<file path="src/rtl/cam_capture_pkg.sv">
// Shared definitions for the camera capture path.
// Holds the pixel-format codes, the capture FSM state encoding, the default
// frame geometry shared with the memory controller and VGA blocks, and the
// byte-pair to RGB444 packing function.
package cam_capture_pkg;

  // Default frame geometry (640x480, 19-bit linear frame-buffer address)
  localparam int CAM_H_RES  = 640;
  localparam int CAM_V_RES  = 480;
  localparam int CAM_ADDR_W = 19;

  // Runtime pixel-format codes; code 3 is reserved and behaves like RGB444
  localparam logic [1:0] FMT_RGB565 = 2'd0;
  localparam logic [1:0] FMT_RGB444 = 2'd1;
  localparam logic [1:0] FMT_YUVY   = 2'd2;

  typedef enum logic [1:0] {
    IDLE   = 2'd0,
    ARMED  = 2'd1,
    ACTIVE = 2'd2
  } cam_state_e;

  // Packs the first/second byte of a pixel into 12-bit RGB444.
  // RGB565 keeps the top four bits of each channel; YUV grey replicates
  // the top nibble of the luma byte into all three channels.
  function automatic logic [11:0] pack_pixel(input logic [1:0] f,
                                             input logic [7:0] b0,
                                             input logic [7:0] b1);
    case (f)
      FMT_RGB565: pack_pixel = {b0[7:4], b0[2:0], b1[7], b1[4:1]};
      FMT_YUVY:   pack_pixel = {b0[7:4], b0[7:4], b0[7:4]};
      default:    pack_pixel = {b0[3:0], b1};
    endcase
  endfunction

endpackage

</file>
<file path="src/rtl/cam_sync_edge.sv">
// Multi-flop synchroniser with rising/falling edge detection for a single
// camera control line sampled in the system clock domain.
// Ports:
//   clk  - system clock
//   rst  - asynchronous active-high reset
//   d    - raw asynchronous input
//   q    - synchronised level
//   rise - one-cycle pulse when q goes 0->1
//   fall - one-cycle pulse when q goes 1->0
module cam_sync_edge #(
  parameter int STAGES = 2
) (
  input  logic clk,
  input  logic rst,
  input  logic d,
  output logic q,
  output logic rise,
  output logic fall
);

  logic [STAGES-1:0] sync;
  logic              q_d;

  // Synchroniser chain plus one extra flop holding the previous synced level
  always_ff @(posedge clk or posedge rst) begin
    if (rst) begin
      sync <= '0;
      q_d  <= 1'b0;
    end else begin
      sync <= {sync[STAGES-2:0], d};
      q_d  <= sync[STAGES-1];
    end
  end

  assign q    = sync[STAGES-1];
  assign rise = q & ~q_d;
  assign fall = ~q & q_d;

endmodule

</file>
<file path="src/rtl/cam_capture.sv">
// OV7670-style camera capture front end, fully in the CLK100MHZ domain.
// Samples pclk/vsync/href/cam_data through synchronisers, assembles byte
// pairs into RGB444 pixels and emits a linear frame-buffer write stream.
// Ports:
//   CLK100MHZ, rst          - system clock, async active-high reset
//   enable                  - capture enable, sampled at frame start
//   fmt, decim              - pixel format / 2x decimation, latched per frame
//   pclk, vsync, href,
//   cam_data                - raw camera port
//   waddr, wdata, wen       - frame-buffer write port
//   frame_done, busy        - frame status
//   err_line, err_short     - sticky line-overrun / short-frame flags
module cam_capture
  import cam_capture_pkg::*;
#(
  parameter int H_RES       = CAM_H_RES,
  parameter int V_RES       = CAM_V_RES,
  parameter int ADDR_W      = CAM_ADDR_W,
  parameter int PIX_W       = 12,
  parameter int SYNC_STAGES = 2
) (
  input  logic              CLK100MHZ,
  input  logic              rst,
  input  logic              enable,
  input  logic [1:0]        fmt,
  input  logic              decim,
  input  logic              pclk,
  input  logic              vsync,
  input  logic              href,
  input  logic [7:0]        cam_data,
  output logic [ADDR_W-1:0] waddr,
  output logic [PIX_W-1:0]  wdata,
  output logic              wen,
  output logic              frame_done,
  output logic              busy,
  output logic              err_line,
  output logic              err_short
);

  localparam int COL_W = $clog2(H_RES + 1);
  localparam int ROW_W = $clog2(V_RES + 1);
  localparam logic [COL_W-1:0]  COL_MAX   = COL_W'(H_RES);
  localparam logic [ROW_W-1:0]  ROW_MAX   = ROW_W'(V_RES);
  localparam logic [ADDR_W-1:0] LAST_FULL = ADDR_W'(H_RES * V_RES - 1);
  localparam logic [ADDR_W-1:0] LAST_DEC  = ADDR_W'((H_RES / 2) * (V_RES / 2) - 1);

  cam_state_e state, state_nxt;

  logic ev, href_q, href_fall, vs_rise, vs_fall;
  logic pclk_q_unused, pclk_fall_unused, vs_q_unused, href_rise_unused;

  logic [SYNC_STAGES-1:0][7:0] data_sync;
  logic [7:0]                  data_q;

  logic [COL_W-1:0]  col;
  logic [ROW_W-1:0]  row, row_eol;
  logic              phase;
  logic [7:0]        byte0;
  logic [1:0]        fmt_l;
  logic              decim_l;
  logic              keep;
  logic [ADDR_W-1:0] addr_last;

  cam_sync_edge #(.STAGES(SYNC_STAGES)) u_sync_pclk (
    .clk(CLK100MHZ), .rst(rst), .d(pclk),
    .q(pclk_q_unused), .rise(ev), .fall(pclk_fall_unused)
  );

  cam_sync_edge #(.STAGES(SYNC_STAGES)) u_sync_vsync (
    .clk(CLK100MHZ), .rst(rst), .d(vsync),
    .q(vs_q_unused), .rise(vs_rise), .fall(vs_fall)
  );

  cam_sync_edge #(.STAGES(SYNC_STAGES)) u_sync_href (
    .clk(CLK100MHZ), .rst(rst), .d(href),
    .q(href_q), .rise(href_rise_unused), .fall(href_fall)
  );

  // Data byte goes through the same depth as the controls so that it lines
  // up with the synced href level on the pclk-rise cycle
  always_ff @(posedge CLK100MHZ or posedge rst) begin
    if (rst) data_sync <= '0;
    else     data_sync <= {data_sync[SYNC_STAGES-2:0], cam_data};
  end
  assign data_q = data_sync[SYNC_STAGES-1];

  // State register
  always_ff @(posedge CLK100MHZ or posedge rst) begin
    if (rst) state <= IDLE;
    else     state <= state_nxt;
  end

  // Next-state logic; with enable still high at end of frame we re-arm
  // straight away because that vsync rise is also the next frame's start
  always_comb begin
    state_nxt = state;
    case (state)
      IDLE:    if (vs_rise && enable) state_nxt = ARMED;
      ARMED:   if (vs_fall) state_nxt = ACTIVE;
      ACTIVE:  if (vs_rise) state_nxt = enable ? ARMED : IDLE;
      default: state_nxt = IDLE;
    endcase
  end

  // Output decode
  always_comb begin
    busy = (state == ACTIVE);
  end

  // Row count as it stands after any end-of-line in this cycle, so that a
  // coincident href fall is counted before the short-frame check
  always_comb begin
    row_eol = row;
    if (href_fall && row != ROW_MAX) row_eol = row + ROW_W'(1);
  end

  assign keep      = !decim_l || (!col[0] && !row[0]);
  assign addr_last = decim_l ? LAST_DEC : LAST_FULL;

  // Capture datapath: byte pairing, counters, write strobe and error flags
  always_ff @(posedge CLK100MHZ or posedge rst) begin
    if (rst) begin
      waddr      <= '0;
      wdata      <= '0;
      wen        <= 1'b0;
      frame_done <= 1'b0;
      err_line   <= 1'b0;
      err_short  <= 1'b0;
      col        <= '0;
      row        <= '0;
      phase      <= 1'b0;
      byte0      <= '0;
      fmt_l      <= FMT_RGB444;
      decim_l    <= 1'b0;
    end else begin
      wen        <= 1'b0;
      frame_done <= 1'b0;
      if (wen && waddr != addr_last) waddr <= waddr + ADDR_W'(1);

      case (state)
        ARMED: begin
          if (vs_fall) begin
            col     <= '0;
            row     <= '0;
            phase   <= 1'b0;
            waddr   <= '0;
            fmt_l   <= fmt;
            decim_l <= decim;
          end
        end
        ACTIVE: begin
          if (ev && href_q) begin
            if (!phase) begin
              byte0 <= data_q;
              phase <= 1'b1;
            end else begin
              phase <= 1'b0;
              if (col == COL_MAX) begin
                err_line <= 1'b1;
              end else begin
                col <= col + COL_W'(1);
                if (row != ROW_MAX && keep) begin
                  wen   <= 1'b1;
                  wdata <= pack_pixel(fmt_l, byte0, data_q);
                end
              end
            end
          end
          if (href_fall) begin
            row   <= row_eol;
            col   <= '0;
            phase <= 1'b0;
          end
          if (vs_rise) begin
            if (row_eol != ROW_MAX) err_short <= 1'b1;
            frame_done <= 1'b1;
          end
        end
        default: ;
      endcase
    end
  end

endmodule

</file>
<file path="config.mk">
export PLATFORM = sky130hd
export DESIGN_NAME = cam_capture
export DESIGN_NICKNAME = d
export VERILOG_FILES = /design/src/rtl/cam_capture_pkg.sv /design/src/rtl/cam_sync_edge.sv /design/src/rtl/cam_capture.sv
export SDC_FILE = /design/constraint.sdc
export NUM_CORES = 1
export LEC_CHECK = 0
export CORE_ASPECT_RATIO = 0.8
export CORE_UTILIZATION = 35
export CTS_BUF_LIST = sky130_fd_sc_hd__clkbuf_4
export DETAILED_ROUTE_END_ITERATION = 8
export PLACE_DENSITY = 0.62
export SLEW_MARGIN = 15
export SYNTH_ARGS = -nofsm -noshare
export SYNTH_HDL_FRONTEND = slang
export SYNTH_SLANG_ARGS = --single-unit
</file>
<file path="constraint.sdc">
create_clock -name CLK100MHZ -period 8.8 [get_ports CLK100MHZ]
set_input_delay 1.32 -clock CLK100MHZ [delete_from_list [all_inputs] [get_ports CLK100MHZ]]
set_output_delay 1.32 -clock CLK100MHZ [all_outputs]
set_load 0.005 [all_outputs]
</file>
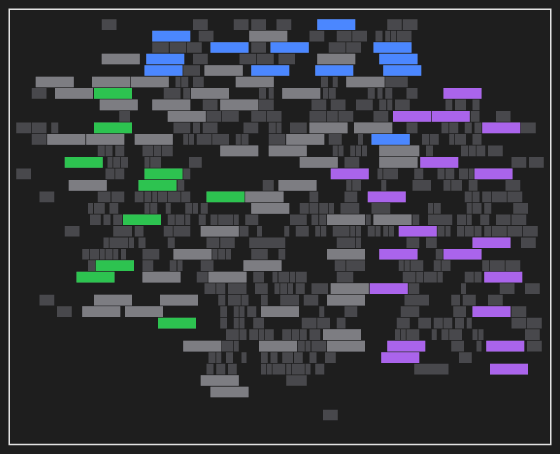
Figure 1: run 1, where the registers sit.
| color | name in the netlist | flops |
|---|---|---|
| purple | `waddr` | 19 |
| green | `col` | 10 |
| blue | `wdata` | 12 |
not colored: 52

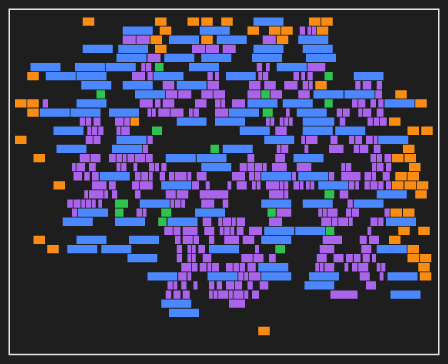
Figure 2: run 1, placed cells, one color a class.
| color | class | cells |
|---|---|---|
| purple | remaining logic cells | 312 |
| blue | registers | 93 |
| green | clock drivers and dummy loads | 16 |
| orange | remaining buffers and delay cells | 53 |

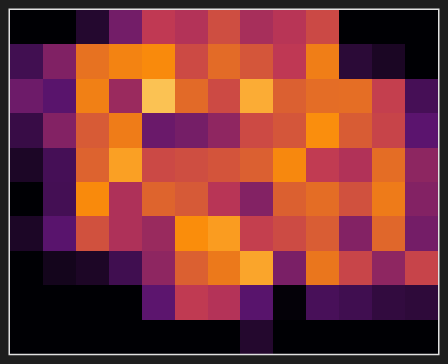
Figure 3: run 1, cell area per tile.
The die is cut into 13 by 10 equal tiles; black is low, pale yellow is high, 0 to 100% covered.
fullest tile: 87%
mean over tiles: 38%
emptiest ninth of the die: lower left
nearly empty tiles: 19%
tiles over 75% full: 5.4%

==> results.yml, run 1 <==
# synthesis and place-and-route metrics
min_path:
  min_path_type: "reg2reg"
critical_path:
  critPathCapture: "busy"
  worstPathMaxFanout: 9
  rr_endpoint: "row[0]$_DFFE_PP0P_"
  crit_slowest_cell: "clkdlybuf4s50_1"
  cp_num_buf_inv: 2
  cp_top_family: "buffers and inverters"
  reg2reg_from: "state[1]$_DFFE_PP0P_"
yosys:
  ys_sh_mux: 0.08794
  netlist_top_cells_area: "dfrtp_1 52%, nand2_1 4.0%, o21ai_0 3.9%"
  yosys.area.top_type: "dfrtp_1"
  synth-compound-area-share: 0.1288
  synth-main-ff-cell: "dfrtp_1"
  ys_seq_share: 0.5245
finish:
  logic_gates: 300
  clockNetworkAreaShare: 0.02489
  layout.nets: 495
  nNonClkBuffers: 53
  n_all_inverters: 12
  mi_logic_area_mm2: 0.001982
  buf_share: 0.1010
  comb_area_frac: 0.3790
run_status:
  status: "complete, no violations"
pwr:
  swShare: 0.3513
  p_int_mw: 0.6515
timing:
  fin_crit_sh: 0.3698
  timing.final.ws_setup_ns: 5.546
  min_period_ns: 3.254
  rsz0062_at_grt: "no"
  hold_viol: 0
drt:
  drt_iter0_markers: 226
  drc: 0
clock_tree:
  ctsLongestPathBuffers: 2
global_routing:
  grt_pass1_vias: 3124
floorplan:
  io_pins: 53
placement:
  port_buffers: 52
-- run 1: layer usage --
layer | global-route usage | routed length (um) | up-vias
li1 | - | - | 1626
met1 | 0.2134 | 4533 | 1590
met2 | 0.2304 | 3990 | 73
met3 | 0.03996 | 483 | 11
met4 | 0.04977 | 121 | 0
met5 | 0 | 0 | -
-- run 1: cell usage in the layout, fill, tap and decap left out, drive strengths merged, types with 4 or more instances in the layout --
cell type,netlist,final
mux2,19,19
and2,5,5
nand2,47,47
clkdlybuf4s50,0,52
or3,13,13
a31oi,4,4
inv,12,16
nand2b,8,8
clkbuf,7,9
mux2i,16,16
nor3,6,6
nand4,7,7
nand3,13,13
a21oi,25,25
o31ai,7,7
ha,9,9
xor2,8,8
dfrtp,92,92
nor2,28,28
o21ai,36,36
and3,5,5
Figure 4. Drive-strength map (run 1).
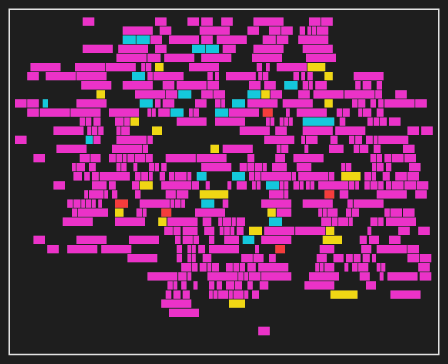

## Run 2: what changed since run 1
PLACE_DENSITY = 0.64   (was 0.62)
clock period = 2.9 ns   (was 8.8 ns; I/O delays follow)
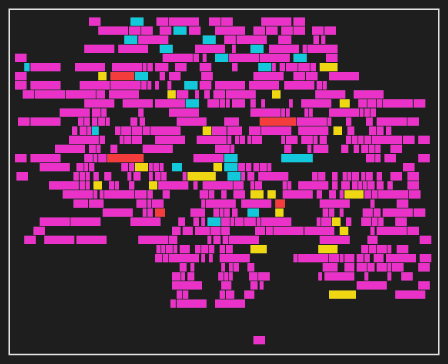
Figure 5: run 2, drive-strength map.
| color | size | cells | share |
|---|---|---|---|
| red | x6 and larger | 5 | 1.1% |
| yellow | x3 and x4 | 21 | 4.4% |
| cyan | x2 | 21 | 4.4% |
| magenta | x1 and smaller | 429 | 90% |
slack of the critical path: 0.4022 ns
fin area: 0.005291 mm^2

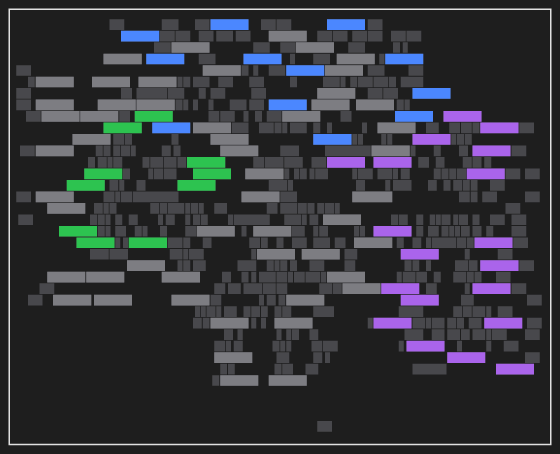
Figure 6: run 2, where the registers sit.
| color | name in the netlist | flops |
|---|---|---|
| blue | `wdata` | 12 |
| purple | `waddr` | 19 |
| green | `col` | 10 |
not colored: 52
register area: 0.002328 mm^2
flop share of the area: 0.4401
Power Sequential: 1.62 mW
post-route core utilization: 0.4319

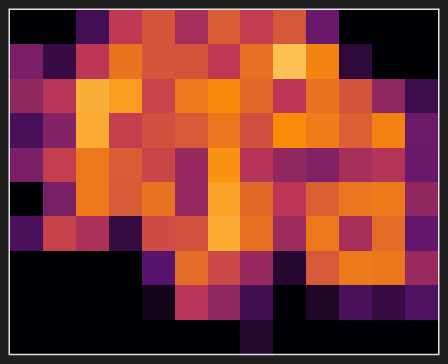
Figure 7: run 2, cell area per tile.
The die is cut into 13 by 10 equal tiles; black is low, pale yellow is high, 0 to 100% covered.
fullest tile: 87%
emptiest ninth of the die: lower left
tiles over 75% full: 5.4%
nearly empty tiles: 22%
mean over tiles: 39%
total core area: 0.01225 mm^2
Pre-Place Util: 0.3623

==> run 2 against run 1 <==
Clock skew shrank 0.0046 ns. Critical path type is now reg2reg. Worst setup slack lost 5.1 ns. Count of clock-buffer cells in the layout is the same. Largest cell class unchanged. Power grew to 3.2 times the previous value. Largest power group unchanged.
==> results.yml, run 2 <==
# synthesis and place-and-route metrics
timing:
  fin_crit_sh: 0.8613
  hold_viol: 0
  min_period_ns: 2.498
  rsz0062_at_grt: "no"
  finalSetupTns_ns: 0
  finalSetupViolCount: 0
global_routing:
  gr-usage-met1: 0.2087
  top_usage_layer: "met2"
  grt_pass1_vias: 3139
yosys:
  syn_area_per_cell_um2: 10.57
  yosys.area.top_type: "dfrtp_1"
  netlist_top_cells_area: "dfrtp_1 52%, nand2_1 4.0%, o21ai_0 3.9%"
  synth-main-ff-cell: "dfrtp_1"
clock_tree:
  ctsLongestPathBuffers: 2
drt:
  wl_met2_um: 4059
  drt_iter0_markers: 192
  m1WireLength_um: 4617
  drc: 0
  highest_layer: "met4"
  dr_wl_met3_um: 451
critical_path:
  critPathCapture: "row[0]$_DFFE_PP0P_"
  rr_endpoint: "row[0]$_DFFE_PP0P_"
  crit_slowest_cell: "a21boi_0"
  reg2reg_from: "state[0]$_DFFE_PP0P_"
  cp_num_buf_inv: 2
  worstPathMaxFanout: 15
finish:
  mi_logic_area_mm2: 0.001982
  final_common_cell: "dfrtp_1"
  stdcell_count: 647
  final_cell_mix: "92 x dfrtp_1, 52 x clkdlybuf4s50_1, 47 x nand2_1"
placement:
  hpwl_um: 6515
  port_buffers: 52
floorplan:
  io_pins: 53
min_path:
  min_path_type: "in2async"
run_status:
  status: "complete, no violations"
## run 2: report_power, final
group	internal (mW)	switching (mW)	total, mW	leakage (nW)
clock	0.354	0.464	0.818	0.0846
combinational	0.347	0.402	0.750	0.924
sequential	1.44	0.183	1.62	1.22
## run 2: metrics by stage
step / setup slack (ns) / cell area, um^2
2_1_floorplan: 0.04634 / 4439
3_3_place_gp: 0.5791 / 5126
3_5_place_dp: 0.4545 / 5126
4_1_cts: 0.4234 / 5291
5_1_grt: 0.2126 / 5291
6_report: 0.4022 / 5291
## run 2: cell type report
cell class	count	area share
Sequential cell	93	0.4401
Inverter	12	0.008749
Timing Repair Buffer	55	0.1050
Clock buffer	9	0.01277
Multi-Input combinational cell	300	0.3746
Clock inverter	7	0.01844
Tap cell	171	0.04044
Power is estimated from default activity; no workload was simulated.
